cell_density.png
(4 px per µm) The die is cut into 9 by 9 equal tiles; dark blue is low, red is high, 0 to 100% covered.
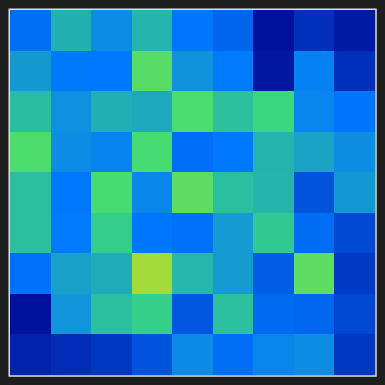
layer_met1.png
(4 px per µm) Supply wires on this layer in gray. Cells faint in the background.
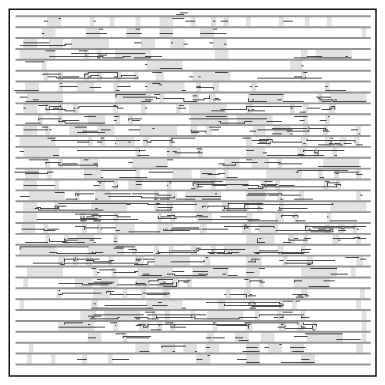
File: src/rtl/tmss_unlock_pkg.sv
// Shared definitions for the TMSS unlock bus master: FSM states, cycle table, timeout.
// Latency: n/a (types, constants and a pure lookup function only).
// Backpressure: n/a.
package tmss_unlock_pkg;

  typedef enum logic [2:0] {
    ST_IDLE,
    ST_ADDR,
    ST_STRB,
    ST_REL,
    ST_DONE,
    ST_ERR
  } state_t;

  localparam int TIMEOUT_DEFAULT = 255;

  localparam logic [22:0] ADDR_VERSION = 23'h508000;
  localparam logic [22:0] ADDR_SIG0    = 23'h50A000;
  localparam logic [22:0] ADDR_SIG1    = 23'h50A001;
  localparam logic [22:0] ADDR_BANK    = 23'h50A080;

  localparam logic [15:0] SIG_SE = 16'h5345;
  localparam logic [15:0] SIG_GA = 16'h4741;

  // One bus cycle: address, direction, write word and active-low data strobes.
  typedef struct packed {
    logic [22:0] addr;
    logic        rw;
    logic [15:0] wdat;
    logic        uds_n;
    logic        lds_n;
  } cyc_t;

  // Cycle table indexed by position in the unlock sequence.
  function automatic cyc_t cyc_desc(input logic [1:0] idx, input logic bank_val);
    cyc_t c;
    c.addr  = ADDR_VERSION;
    c.rw    = 1'b1;
    c.wdat  = 16'h0000;
    c.uds_n = 1'b0;
    c.lds_n = 1'b0;
    case (idx)
      2'd1: begin c.addr = ADDR_SIG0; c.rw = 1'b0; c.wdat = SIG_SE; end
      2'd2: begin c.addr = ADDR_SIG1; c.rw = 1'b0; c.wdat = SIG_GA; end
      2'd3: begin
        c.addr  = ADDR_BANK;
        c.rw    = 1'b0;
        c.wdat  = {15'h0000, bank_val};
        c.uds_n = 1'b1;
      end
      default: ;
    endcase
    return c;
  endfunction

endpackage

File: src/rtl/tmss_bus_cycle.sv
// Bus-cycle engine: runs ADDR/STRB/REL per cycle, chains cycles, ends in DONE or ERR.
// Latency: 3 clocks minimum per cycle (ADDR, STRB with immediate DTACK, REL).
// Backpressure: STRB holds while DTACK=1; aborts to ERR after TIMEOUT strobe clocks.
module tmss_bus_cycle
  import tmss_unlock_pkg::*;
#(
  parameter int TIMEOUT = TIMEOUT_DEFAULT
) (
  input  logic        MCLK,
  input  logic        SRES_N,
  input  logic        go,
  input  logic        more,
  input  cyc_t        cyc,
  input  logic        DTACK,
  output state_t      state,
  output logic [22:0] VA,
  output logic [15:0] VD_o,
  output logic        data_out_en,
  output logic        AS,
  output logic        UDS,
  output logic        LDS,
  output logic        RW,
  output logic        busy,
  output logic        done,
  output logic        error
);

  localparam int CW = $clog2(TIMEOUT + 1);
  localparam logic [CW-1:0] TLAST = CW'(TIMEOUT - 1);

  logic [CW-1:0] tcnt;
  logic          uds_q;
  logic          lds_q;
  logic          load;

  // A new cycle is loaded from idle on go, or straight from REL when more cycles follow.
  assign load = (state == ST_IDLE && go) || (state == ST_REL && more);

  // Handshake FSM with registered bus outputs; reset releases every strobe at once.
  always_ff @(posedge MCLK or negedge SRES_N) begin
    if (!SRES_N) begin
      state       <= ST_IDLE;
      VA          <= '0;
      VD_o        <= '0;
      data_out_en <= 1'b0;
      AS          <= 1'b1;
      UDS         <= 1'b1;
      LDS         <= 1'b1;
      RW          <= 1'b1;
      busy        <= 1'b0;
      done        <= 1'b0;
      error       <= 1'b0;
      tcnt        <= '0;
      uds_q       <= 1'b1;
      lds_q       <= 1'b1;
    end else if (load) begin
      state       <= ST_ADDR;
      VA          <= cyc.addr;
      RW          <= cyc.rw;
      VD_o        <= cyc.rw ? 16'h0000 : cyc.wdat;
      data_out_en <= ~cyc.rw;
      uds_q       <= cyc.uds_n;
      lds_q       <= cyc.lds_n;
      busy        <= 1'b1;
    end else begin
      case (state)
        ST_ADDR: begin
          state <= ST_STRB;
          AS    <= 1'b0;
          UDS   <= uds_q;
          LDS   <= lds_q;
          tcnt  <= '0;
        end
        ST_STRB: begin
          if (!DTACK) begin
            state <= ST_REL;
            AS    <= 1'b1;
            UDS   <= 1'b1;
            LDS   <= 1'b1;
          end else if (tcnt == TLAST) begin
            state       <= ST_ERR;
            AS          <= 1'b1;
            UDS         <= 1'b1;
            LDS         <= 1'b1;
            RW          <= 1'b1;
            VD_o        <= '0;
            data_out_en <= 1'b0;
            error       <= 1'b1;
          end else begin
            tcnt <= tcnt + CW'(1);
          end
        end
        ST_REL: begin
          state       <= ST_DONE;
          RW          <= 1'b1;
          VD_o        <= '0;
          data_out_en <= 1'b0;
          done        <= 1'b1;
        end
        ST_DONE, ST_ERR: begin
          state <= ST_IDLE;
          busy  <= 1'b0;
          done  <= 1'b0;
          error <= 1'b0;
        end
        default: state <= ST_IDLE;
      endcase
    end
  end

endmodule

File: src/rtl/tmss_unlock_master.sv
// TMSS unlock initiator: reads version, writes "SE","GA", optional bank write.
// Latency: 3 clocks per bus cycle minimum, plus 1 DONE/ERR clock; start->ADDR 1 clock.
// Backpressure: waits on DTACK per cycle; start is ignored unless idle.
module tmss_unlock_master
  import tmss_unlock_pkg::*;
#(
  parameter int TIMEOUT = TIMEOUT_DEFAULT
) (
  input  logic        MCLK,
  input  logic        SRES_N,
  input  logic        start,
  input  logic        bank_en,
  input  logic        bank_val,
  input  logic        DTACK,
  input  logic [15:0] VD_i,
  output logic [22:0] VA,
  output logic [15:0] VD_o,
  output logic        data_out_en,
  output logic        AS,
  output logic        UDS,
  output logic        LDS,
  output logic        RW,
  output logic        busy,
  output logic        done,
  output logic        skipped,
  output logic        error,
  output logic [3:0]  version
);

  state_t      state;
  logic [1:0]  cyc_idx;
  logic [1:0]  nxt_idx;
  logic        bank_en_q;
  logic        bank_val_q;
  logic        idle;
  logic        more;
  cyc_t        cyc;
  logic [11:0] vd_unused;

  assign vd_unused = VD_i[15:4];
  assign idle      = (state == ST_IDLE);
  // Descriptor for the cycle about to be loaded: C0 from idle, else the successor.
  assign nxt_idx   = idle ? 2'd0 : cyc_idx + 2'd1;
  assign cyc       = cyc_desc(nxt_idx, bank_val_q);

  // Whether another cycle follows the one now in REL; a zero version ends the run.
  always_comb begin
    more = 1'b0;
    case (cyc_idx)
      2'd0:    more = (version != 4'd0);
      2'd1:    more = 1'b1;
      2'd2:    more = bank_en_q;
      default: more = 1'b0;
    endcase
  end

  // Sequence bookkeeping: latch options at start, capture version, advance index.
  always_ff @(posedge MCLK or negedge SRES_N) begin
    if (!SRES_N) begin
      cyc_idx    <= 2'd0;
      bank_en_q  <= 1'b0;
      bank_val_q <= 1'b0;
      skipped    <= 1'b0;
      version    <= 4'd0;
    end else begin
      if (idle && start) begin
        cyc_idx    <= 2'd0;
        bank_en_q  <= bank_en;
        bank_val_q <= bank_val;
        skipped    <= 1'b0;
        version    <= 4'd0;
      end
      if (state == ST_STRB && !DTACK && cyc_idx == 2'd0) begin
        version <= VD_i[3:0];
      end
      if (state == ST_REL) begin
        if (more) begin
          cyc_idx <= nxt_idx;
        end else if (cyc_idx == 2'd0) begin
          skipped <= 1'b1;
        end
      end
    end
  end

  tmss_bus_cycle #(.TIMEOUT(TIMEOUT)) u_cycle (
    .MCLK        (MCLK),
    .SRES_N      (SRES_N),
    .go          (start),
    .more        (more),
    .cyc         (cyc),
    .DTACK       (DTACK),
    .state       (state),
    .VA          (VA),
    .VD_o        (VD_o),
    .data_out_en (data_out_en),
    .AS          (AS),
    .UDS         (UDS),
    .LDS         (LDS),
    .RW          (RW),
    .busy        (busy),
    .done        (done),
    .error       (error)
  );

endmodule

File: config.mk
export PLATFORM = sky130hd
export DESIGN_NAME = tmss_unlock_master
export DESIGN_NICKNAME = d
export VERILOG_FILES = /design/src/rtl/tmss_unlock_pkg.sv /design/src/rtl/tmss_bus_cycle.sv /design/src/rtl/tmss_unlock_master.sv
export SDC_FILE = /design/constraint.sdc
export NUM_CORES = 1
export LEC_CHECK = 0
export ABC_AREA = 1
export CELL_PAD_IN_SITES_DETAIL_PLACEMENT = 2
export CELL_PAD_IN_SITES_GLOBAL_PLACEMENT = 2
export CORE_UTILIZATION = 28
export DETAILED_ROUTE_END_ITERATION = 10
export GPL_ROUTABILITY_DRIVEN = 0
export PLACE_DENSITY_LB_ADDON = 0.1
export SYNTH_ARGS = -nofsm -noshare
export SYNTH_HDL_FRONTEND = slang
export SYNTH_SLANG_ARGS = --single-unit
File: constraint.sdc
create_clock -name MCLK -period 3.5 [get_ports MCLK]
set_input_delay 0.7 -clock MCLK [delete_from_list [all_inputs] [get_ports MCLK]]
set_output_delay 0.7 -clock MCLK [all_outputs]
set_load 0.02 [all_outputs]
==> run notes <==
The flow run is done. For the worst flop-to-flop path, the logic depth is 10. Top achievable clock speed landed at 469 MHz. The capture point of the worst register-to-register path is recorded as u_cycle.VD_o[0]. Proportion of synthesized flip-flops having asynchronous set or reset landed at 1.00. In this run the critical path is formed by clkdlybuf4s50_1.

Total iterations of the first detailed-routing run landed at 4. Hold is met by 469 ps. For the completed layout, the total cell area is recorded as 2640 µm². The most critical min-delay path falls under register to register.

The netlist uses 26 different library cells. In this run the core area contains 32 standard-cell rows. Average routed wire per standard cell landed at 12.8 µm. Per the run summary, max-cap violations total 0. Per the CTS log, the buffer count on the longest clock path is 2. During synthesis, Yosys emitted a total of 0 warnings.

The report gives the cell count of the worst hold path as 2. Worst reg-to-reg setup slack landed at 1610 ps. Number of standard cells in the layout, taps in and fillers out landed at 401. Required time at the endpoint of the critical path landed at 2800 ps.

Number of storage elements in the synthesis netlist landed at 38. A synthesized cell averages 8.46 µm². Setup slack of the critical path after layout landed at 1370 ps. Setup repair after global routing left no endpoint under its margin. The critical path maximum fanout is 2.

TritonCTS built the clock tree. Final hold violation count landed at 0. Cell count after placement landed at 393. Number of warning messages in the logs landed at 47.

Proportion of layout cells with a drive suffix above 1 landed at 0.110. Sum of negative setup slack landed at 0 ps. Number of antenna violations at the first check in global routing landed at 0. The data arrival time reported for the critical path is 1430 ps. Final-report max-slew violation count landed at 0. For this run the detailed placement stage logged an HPWL of 3.86 mm.

For this run, the register share of the synthesized area comes to 0.429. The run finished with clean final reports. Per STA, the startpoint of the critical path is u_cycle.UDS. The root buffer cell chosen for the clock tree is clkbuf_8. After the last flow step, the layout net total stands at 332.

In this design, the stage delay of the slowest critical-path cell is 600 ps. The worst hold path begins at u_cycle.lds_q. After floorplanning, the die was sized to cover 8340 µm². Minimum setup slack after placement landed at 1230 ps. The slowest stage of the critical path is the clkdlybuf4s50_1 cell. For reference, the top cells by area after synthesis are dfrtp_1, nand2_1, buf_4. Number of sinks driven by the clock tree landed at 38. Minimum clock period after layout landed at 2130 ps. Looking at area per cell type in the netlist, the leader is dfrtp_1. Number of gates resized after cts landed at 0.

The floorplan step set the die width to 91.3 µm. On the final layout, the worst clock skew is 4.71 ps. The repair_antennas step left the layout with diodes totalling 0. The worst setup path is captured at a primary output.

Among all cell types in the netlist, the one instantiated most often is nand2_1. From bottom edge to top edge, the die measures 91.3 µm. On the reported timing paths, the clock transition at the registers reads 80 ps. Counting instances in the post-synthesis netlist gives the leading cell types as nand2_1, inv_1, dfrtp_1, buf_4, nand3_1. Boundary pin count landed at 74. Instance area at placement landed at 2550 µm². Number of setup violations in the final report landed at 0.

Routed via count divided by cell count landed at 4.20. Residual DRC count landed at 0. Yosys-reported design area after synthesis landed at 2230 µm². On the critical path the largest part of the delay comes from buffers and inverters. Highest ir drop seen on vdd landed at 0.315 mV. Looking at the post-CTS report, the setup buffer insertion count equals 0.

The worst setup path is of the register to primary output kind. The synth_stat.txt file lists the number of cells as 264.
Back to the opening pictures, cell_density.png:
The emptiest ninth of the die: top right. The fullest tile reaches 63%. The mean over all tiles is 30%.
utilization after layout: 0.342
Init Core Util: 0.289
Placeable Area: 7730 µm²

Back to the opening pictures, layer_met1.png:
The layer holds 44% of the routed length. 265 nets have wire on it. The layer carries 2,250 µm of wire. The wires run mostly horizontal.
final wirelength: 5.12 mm
Global Route met1 Usage: 0.166
number of vias after detailed routing: 1,684

registers in the layout, summed over array words and instances, names as in the netlist, 2 cells and up:
| register | cells |
|---|---|
| cyc_idx | 2 |
| u_cycle.VA | 4 |
| u_cycle.VD_o | 4 |
| u_cycle.state | 3 |
| u_cycle.tcnt | 8 |
| version | 4 |
where the power goes:
part	internal [mW]	switching [mW]
registers	0.608	0.105
clock network	0.159	0.159
logic	0.430	0.707
area by class of cell:
cell class / instances / area (µm²)
Tap cell: 102 / 128
Clock buffer: 7 / 86.3
Inverter: 36 / 135
Clock inverter: 1 / 5.00
Multi-Input combinational cell: 181 / 976
Fill cell: 909 / 5080
Sequential cell: 38 / 958
Timing Repair Buffer: 36 / 355
layout by cell type, fill, tap and decap left out, types with 2 or more instances in the layout:
master and instances:
ha_1 12, o21ai_1 2, nand2_4 3, nand3_2 4, dfstp_2 6, nor2_1 14, dfrtp_1 32, o21ai_0 10
nor2_2 2, clkbuf_8 6, conb_1 25, a21oi_1 11, nand2_1 65, inv_1 36, mux2_2 2, nand2_2 3
nand3_1 19, nor2_4 2, clkdlybuf4s50_1 35
cell families (layout without fill, tap and decap cells):
logic type | after synthesis | after routing | share of synthesized area
xor+xnor | 2 | 2 | 0.00784
fa+ha+maj | 12 | 12 | 0.0672
simple gates | 116 | 116 | 0.255
mux | 2 | 2 | 0.0101
flops | 38 | 38 | 0.429
buf+inv | 69 | 80 | 0.175
compound gates | 24 | 24 | 0.0549
other cells | 1 | 25 | 0.00168
routing by layer:
| metal | global-route usage | vias up | part of all wire |
|---|---|---|---|
| met1 | 0.166 | 820 | 0.44 |
| met2 | 0.241 | 27 | 0.52 |
| met5 | 0 | - | 0 |
| met3 | 0.0276 | 8 | 0.029 |
| li1 | - | 829 | - |
| met4 | 0.0397 | 0 | 0.013 |
Power figures rest on the tool's default switching activity, not on a simulated workload.
